File: config.mk
export PLATFORM = sky130hd
export DESIGN_NAME = split_decode_stage
export DESIGN_NICKNAME = d
export VERILOG_FILES = /design/src/rtl/split_decode_stage.sv
export SDC_FILE = /design/constraint.sdc
export NUM_CORES = 1
export LEC_CHECK = 0
export CAP_MARGIN = 20
export CORE_ASPECT_RATIO = 1.4
export CORE_MARGIN = 3
export CORE_UTILIZATION = 50
export CTS_BUF_LIST = sky130_fd_sc_hd__clkbuf_8
export DETAILED_ROUTE_END_ITERATION = 7
export GPL_ROUTABILITY_DRIVEN = 0
export PLACE_DENSITY = 0.72
export SLEW_MARGIN = 0
export SYNTH_ARGS = -nofsm -noshare
export SYNTH_HDL_FRONTEND = slang
export SYNTH_SLANG_ARGS = --single-unit
File: constraint.sdc
create_clock -name clk -period 2.5 [get_ports clk]
set_input_delay 0.25 -clock clk [delete_from_list [all_inputs] [get_ports clk]]
set_output_delay 0.25 -clock clk [all_outputs]
set_load 0.03 [all_outputs]
File: src/rtl/split_decode_stage.sv
// Decode stage with a register file, two-word immediate instructions, stall/flush/irq handling.
// Optional write-through bypass of the write-back port is enabled by defining SPLIT_DECODE_BYPASS_EN.
module split_decode_stage #(
  parameter int         DATA_W  = 16,
  parameter int         ADDR_W  = 3,
  parameter int         INSTR_W = 16,
  parameter logic [4:0] IMM_OPC = 5'b11000
) (
  input  logic               clk,
  input  logic               rst,
  input  logic               instr_valid,
  input  logic [INSTR_W-1:0] instr,
  output logic               instr_ready,
  input  logic               stall_in,
  input  logic               flush_in,
  input  logic               irq,
  output logic               irq_ack,
  input  logic               wb_en,
  input  logic [ADDR_W-1:0]  wb_addr,
  input  logic [DATA_W-1:0]  wb_data,
  output logic               ex_valid,
  output logic [4:0]         ex_opcode,
  output logic [DATA_W-1:0]  ex_op1,
  output logic [DATA_W-1:0]  ex_op2,
  output logic [DATA_W-1:0]  ex_imm,
  output logic [ADDR_W-1:0]  ex_rd,
  output logic               ex_is_imm
);

  localparam int NREGS = 1 << ADDR_W;

  typedef enum logic [1:0] {IDLE, IMM_WAIT, IRQ} state_t;

  state_t state, state_nxt;

  logic [DATA_W-1:0] rf [NREGS];

  logic [4:0]        f_opcode;
  logic [ADDR_W-1:0] f_rs, f_rd;
  logic [DATA_W-1:0] rd_op1, rd_op2, imm_word;

  logic [4:0]        pend_opcode;
  logic [ADDR_W-1:0] pend_rd;
  logic [DATA_W-1:0] pend_op1, pend_op2;

  logic irq_take, accept, load_plain, load_imm, capture;

  assign f_opcode = instr[INSTR_W-1 -: 5];
  assign f_rs     = instr[INSTR_W-6 -: ADDR_W];
  assign f_rd     = instr[INSTR_W-6-ADDR_W -: ADDR_W];

  generate
    if (INSTR_W >= DATA_W) begin : g_imm_trunc
      assign imm_word = instr[DATA_W-1:0];
    end else begin : g_imm_zext
      assign imm_word = {{(DATA_W-INSTR_W){1'b0}}, instr};
    end
  endgenerate

`ifdef SPLIT_DECODE_BYPASS_EN
  assign rd_op1 = (wb_en && wb_addr == f_rs) ? wb_data : rf[f_rs];
  assign rd_op2 = (wb_en && wb_addr == f_rd) ? wb_data : rf[f_rd];
`else
  // Same-cycle write-back hazards are resolved upstream; read the pre-write value.
  assign rd_op1 = rf[f_rs];
  assign rd_op2 = rf[f_rd];
`endif

  assign irq_take    = irq && (state == IDLE) && !stall_in && !flush_in;
  assign instr_ready = !rst && !stall_in && !flush_in && (state != IRQ) && !irq_take;
  assign accept      = instr_valid && instr_ready;
  assign irq_ack     = (state == IRQ);

  // NOTE: every always_comb output gets a default first so no path leaves it unassigned (no latch).
  always_comb begin
    state_nxt  = state;
    load_plain = 1'b0;
    load_imm   = 1'b0;
    capture    = 1'b0;
    // The IRQ state always lasts exactly one cycle so the acknowledge is a single pulse.
    if (flush_in || state == IRQ) begin
      state_nxt = IDLE;
    end else if (stall_in) begin
      state_nxt = state;
    end else if (irq_take) begin
      state_nxt = IRQ;
    end else if (accept) begin
      case (state)
        IDLE: begin
          if (f_opcode == IMM_OPC) begin
            capture   = 1'b1;
            state_nxt = IMM_WAIT;
          end else begin
            load_plain = 1'b1;
          end
        end
        IMM_WAIT: begin
          load_imm  = 1'b1;
          state_nxt = IDLE;
        end
        default: state_nxt = IDLE;
      endcase
    end
  end

  // NOTE: sequential state uses non-blocking assignments so every register samples pre-edge values.
  always_ff @(posedge clk) begin
    if (rst) begin
      state <= IDLE;
      // NOTE: the register file is architecturally required to clear on reset, so it is built from flops.
      for (int i = 0; i < NREGS; i++) rf[i] <= '0;
      ex_valid    <= 1'b0;
      ex_opcode   <= '0;
      ex_op1      <= '0;
      ex_op2      <= '0;
      ex_imm      <= '0;
      ex_rd       <= '0;
      ex_is_imm   <= 1'b0;
      pend_opcode <= '0;
      pend_rd     <= '0;
      pend_op1    <= '0;
      pend_op2    <= '0;
    end else begin
      state <= state_nxt;
      if (wb_en) rf[wb_addr] <= wb_data;

      ex_valid <= load_plain || load_imm;

      if (capture) begin
        pend_opcode <= f_opcode;
        pend_rd     <= f_rd;
        pend_op1    <= rd_op1;
        pend_op2    <= rd_op2;
      end

      if (load_plain) begin
        ex_opcode <= f_opcode;
        ex_op1    <= rd_op1;
        ex_op2    <= rd_op2;
        ex_rd     <= f_rd;
        ex_imm    <= '0;
        ex_is_imm <= 1'b0;
      end else if (load_imm) begin
        ex_opcode <= pend_opcode;
        ex_op1    <= pend_op1;
        ex_op2    <= pend_op2;
        ex_rd     <= pend_rd;
        ex_imm    <= imm_word;
        ex_is_imm <= 1'b1;
      end
    end
  end

endmodule

==> deck_impl_summary.md, run 1 <==
Key Metrics from the Run

Status
  • Outcome: completed

Synth
  • XOR Share, Synth: 0
  • Net count after synthesis: 922
  • Multiplexer share: 0.159
  • Post-synthesis cell area: around 0.011 sq mm
  • Async set or reset register ratio after synthesis: 0
  • Top_reg_cell synth: edfxtp_1
  • Max-area cell share: 0.346
  • Yosys warnings: 0
  • Post-Syn Instances: around 880
  • Register area share after synthesis: 0.526
  • Top cells, area: edfxtp_1 (35%), dfxtp_1 (18%), mux4_2 (13%)

Cells and area
  • Fin cells: ~1.3k
  • Top cells excl fill/tap: and2_1 (128), edfxtp_1 (128), dfxtp_1 (100), clkdlybuf4s50_1 (98), mux4_2 (64)

Pwr
  • Pwr Density: roughly 600 mW/mm^2

Place
  • Placement Setup Slack: slightly below 0.08 ns
  • Placement Cell Area: ~0.013 sq mm

Clock network
  • Register clock-pin slew on the reported worst setup and hold paths: ~0.070 ns
  • Post-CTS sizing: 0
  • Clk sink count: 228
  • H-tree levels: 2
  • Max Root-Sink Buffers: 3

Global route
  • Largest net degree at the start of global routing: between 60 and 70
  • First-pass GRT wire length: about 42000 um
  • GRT Residual Overflow: 0

Timing
  • Post-Route Setup TNS: 0 ns
  • Fin crit share: 0.906
  • Hold_ws: between 0.15 and 0.2 ns
  • Worst-Margin Slew: 0.519 ns

Floorplan
  • IO Pins: 102
  • Cell Rows: roughly 63

Setup path
  • CP top delay family: buffers and inverters
  • Worst EP arrival: 2.02 ns

Route
  • DR vias/cell: approximately 5.9
-- run 1: Yosys cell counts, types with 2 or more instances --
cell type    n
a2111oi_2   30
a211oi_1    30
a21oi_1     54
a31oi_1      8
a32oi_1      8
a41oi_1      2
and2_1     129
buf_1        2
buf_2       22
buf_4       10
clkbuf_1    49
clkbuf_2     2
dfxtp_1    100
edfxtp_1   128
mux2_2       2
mux2i_1     30
mux4_2      64
nand2_1     45
nand2b_1     2
nand3_1     20
nand4b_1    30
nor2_1       9
nor2b_1      2
nor3_1      38
nor3b_1      3
nor4_1       3
o21ai_0     32
or2_2        8
-- run 1: area by class of cell --
class / instances / area [sq um]
Multi-Input combinational cell: 566 / 4920
Inverter: 1 / 3.75
Timing Repair Buffer: 139 / 1430
Sequential cell: 228 / 5850
Tap cell: 292 / 365
Clock buffer: 42 / 578
Clock inverter: 17 / 73.8
Fill cell: 1719 / 8300
-- run 1: cell families (layout without fill, tap and decap cells) --
family | after synthesis | in the layout
compound gates | 171 | 171
buf+inv | 86 | 199
flops | 228 | 228
mux | 96 | 96
simple gates | 299 | 299
-- run 1: report_power, final --
part           leakage, nW  switching, mW  internal [mW]
clock                0.378           1.41           1.52
combinational         1.90          0.466          0.385
sequential            2.03         0.0701           4.10
total                 4.31           1.95           6.01
-- run 1: worst paths after layout --
kind | start | to | slack [ns] | cells after the start
worst max-delay path | state[0] | instr_ready | 0.23 | 3
worst min-delay path | rst | ex_op2[4] | 0.15 | 2
worst max register to register | state[0] | ex_op1[3] | 0.52 | 6
worst min register to register | ex_imm[4] | ex_imm[4] | 0.45 | 2
-- run 1: layer usage --
layer / GRT usage / part of all wire
met5: 0 / 0
met1: 0.271 / 0.40
met4: 0.0778 / 0.031
met3: 0.0281 / 0.046
met2: 0.380 / 0.52
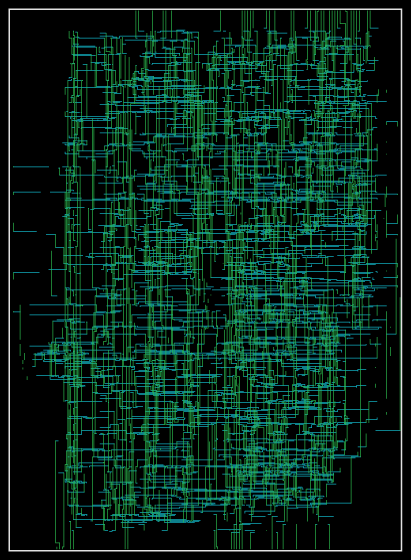
(run_1/metal_stack.png)
Two of the layers only.
- green: met2 (wire length 13500 um)
- cyan: met1 (wire length 10300 um)
drt total wl: 25900 um
total track usage: 0.215
routed len/inst: 20.1 um

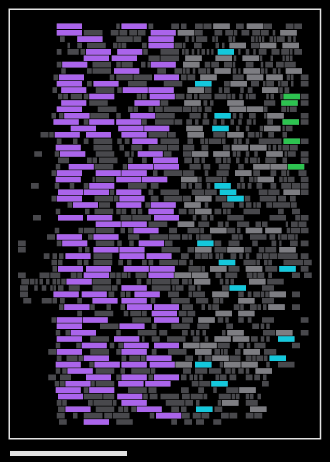
(run_1/registers.png)
Scale bar: 50 um.
- cyan: ex_op1 (sequential cells 16)
- purple: rf (sequential cells 128)
- green: ex_opcode (sequential cells 5; where upper right)

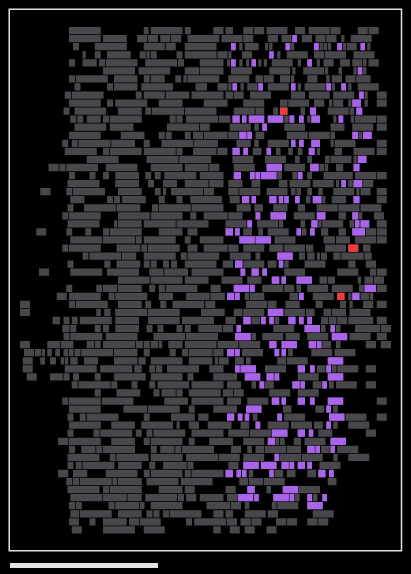
(run_1/gate_families.png)
Scale bar: 50 um.
- red: AND-OR and OR-AND gates (cells 3)
- purple: inverting AOI/OAI gates (cells 168)

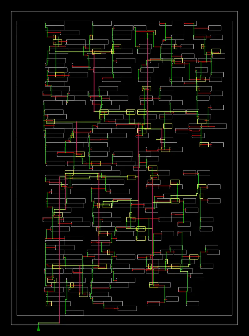
(run_1/final_clocks.png)
clock-net power: 2.93 mW
Worst Skew: 0.0133 ns

==> run_1/pins.png <==
Pins as bars across the die edge, other pins in gray.
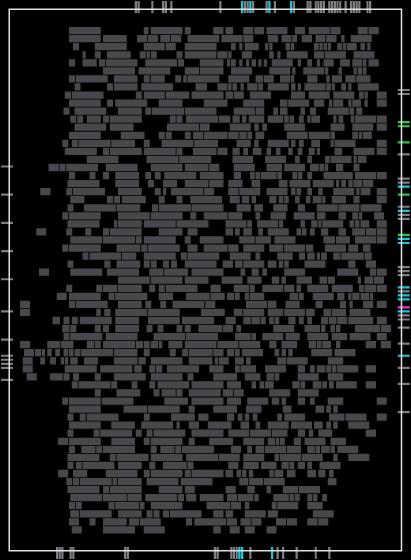

==> inputs of run 2 (changes only) <==
--- a/config.mk
+++ b/config.mk
@@ -14,2 +14,3 @@
 export GPL_ROUTABILITY_DRIVEN = 0
+export HOLD_SLACK_MARGIN = 0.05
 export PLACE_DENSITY = 0.72
==> constraint.sdc (replaced) <==
create_clock -name clk -period 2.5 [get_ports clk]
set_input_delay 0.375 -clock clk [delete_from_list [all_inputs] [get_ports clk]]
set_output_delay 0.375 -clock clk [all_outputs]
set_load 0.03 [all_outputs]
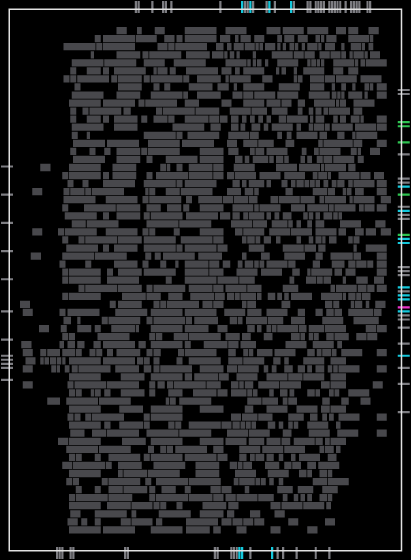
(run_2/pins.png)
Pins as bars across the die edge, other pins in gray.
- green: ex_opcode (pins 5; direction output; edge right)
- cyan: ex_op1 (pins 16; direction output; edge 9 right, 4 top, 3 bottom)
- magenta: flush_in (pins 1; direction input; edge right)

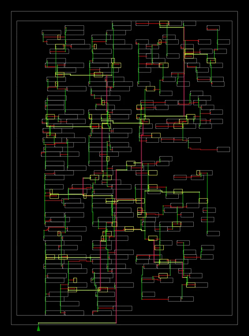
(run_2/final_clocks.png)
CLK BUF: 44
clk sink count: 228
total CTS buffers: 35

==> deck_impl_summary.md, run 2 <==
Key Metrics from the Run

Synth
  • Async set or reset register ratio after synthesis: 0
  • Register area share after synthesis: 0.526
  • Count leader, synth: and2_1
  • Net count after synthesis: just over 900
  • Post-Syn Instances: about 900
  • Top_reg_cell synth: edfxtp_1
  • Multiplexer share: 0.159
  • Post-synthesis cell area: roughly 0.011 sq mm

Timing
  • Fin crit share: 0.959
  • Post-Route Setup TNS: 0 ns
  • Worst-Margin Slew: roughly 0.66 ns

Global route
  • First-pass GRT wire length: roughly 40000 um
  • GRT Residual Overflow: 0
  • Total track usage: 0.209

Cells and area
  • Comb area: 0.00492 sq mm
  • Register Area: about 0.006 sq mm
  • Top cells excl fill/tap: and2_1 (128), edfxtp_1 (128), dfxtp_1 (100), clkdlybuf4s50_1 (98), mux4_2 (64)
  • Filler cells: 1687

Clock network
  • Max Root-Sink Buffers: 3
  • Post-CTS sizing: 0
  • Register clock-pin slew on the reported worst setup and hold paths: around 0.060 ns

Setup path
  • Worst r2r dst: ex_op1[10]
  • R2R depth: 6

Floorplan
  • IO Pins: approximately 100

Pwr
  • P_int: 6.09 mW
  • Pwr Density: roughly 600 mW/mm^2
  • P_sw: about 1.9 mW
  • Seq pwr share: 0.522
  • Clock power share: 0.372

Status
  • Outcome: completed

Route
  • Drt total wl: about 25000 um
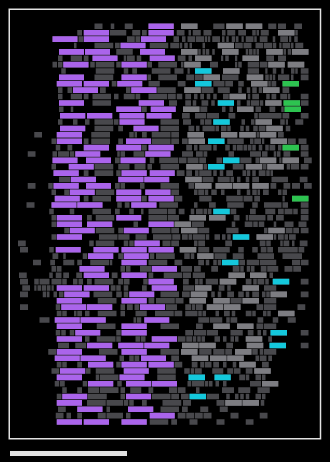
(run_2/registers.png)
Scale bar: 50 um.
- green: ex_opcode (sequential cells 5; where upper right)
- cyan: ex_op1 (sequential cells 16)
- purple: rf (sequential cells 128)

==> run 2: cell counts after synthesis <==
Identical to the previous run, type by type.
==> run 2: cell type report <==
class	instances	area share
multi-input cells	566	0.368
repair buffers	152	0.116
clock inverters	17	0.00590
flip-flops and latches	228	0.438
clock buffers	44	0.0453
inverters	1	0.000281
well taps	292	0.0273
==> run 2: kinds of logic (layout without fill, tap and decap cells) <==
group                  after synthesis  in the layout
DFF                                228            228
and+or+nand+nor                    299            299
buffers and inverters               86            214
AOI/OAI and AO/OA                  171            171
muxes                               96             96
==> run 2: power by group through the flow <==
stage,Combinational (mW),Clock [mW],Sequential [mW]
2_1_floorplan,0.526,0,4.25
3_3_place_gp,0.850,0,4.24
3_5_place_dp,0.859,0,4.26
4_1_cts,0.862,3.04,4.18
5_1_grt,0.915,3.20,4.19
6_report,0.856,2.98,4.18
==> run 2: stage by stage <==
step                std cells  setup slack [ns]  area [sq um]  hold slack [ns]
floorplan                 880             0.516         11100            0.437
global placement         1239             0.135         12700            0.440
detailed placement       1239            0.0841         12700            0.444
CTS                      1300            0.0864         13400            0.353
global route             1300            0.0336         13400            0.378
finish                   1300             0.104         13400            0.359
==> run 2: worst max path at each step <==
| stage | startpoint | endpoint | cells after the start |
|---|---|---|---|
| after floorplan | rst | rf[2][0] | 4 |
| after global placement | irq | ex_op2[11] | 6 |
| after detailed placement | irq | ex_op2[11] | 6 |
| after CTS | state[0] | instr_ready | 3 |
| after global routing | state[0] | instr_ready | 3 |
| final | state[0] | instr_ready | 3 |
==> run 2: per-layer routing <==
metal,global-route usage,routed length (um),up-vias
met1,0.253,9680,3722
met3,0.0265,1020,34
met2,0.390,13900,183
li1,-,-,3600
met5,0,0,-
met4,0.0580,477,0
Power figures rest on the tool's default switching activity, not on a simulated workload.
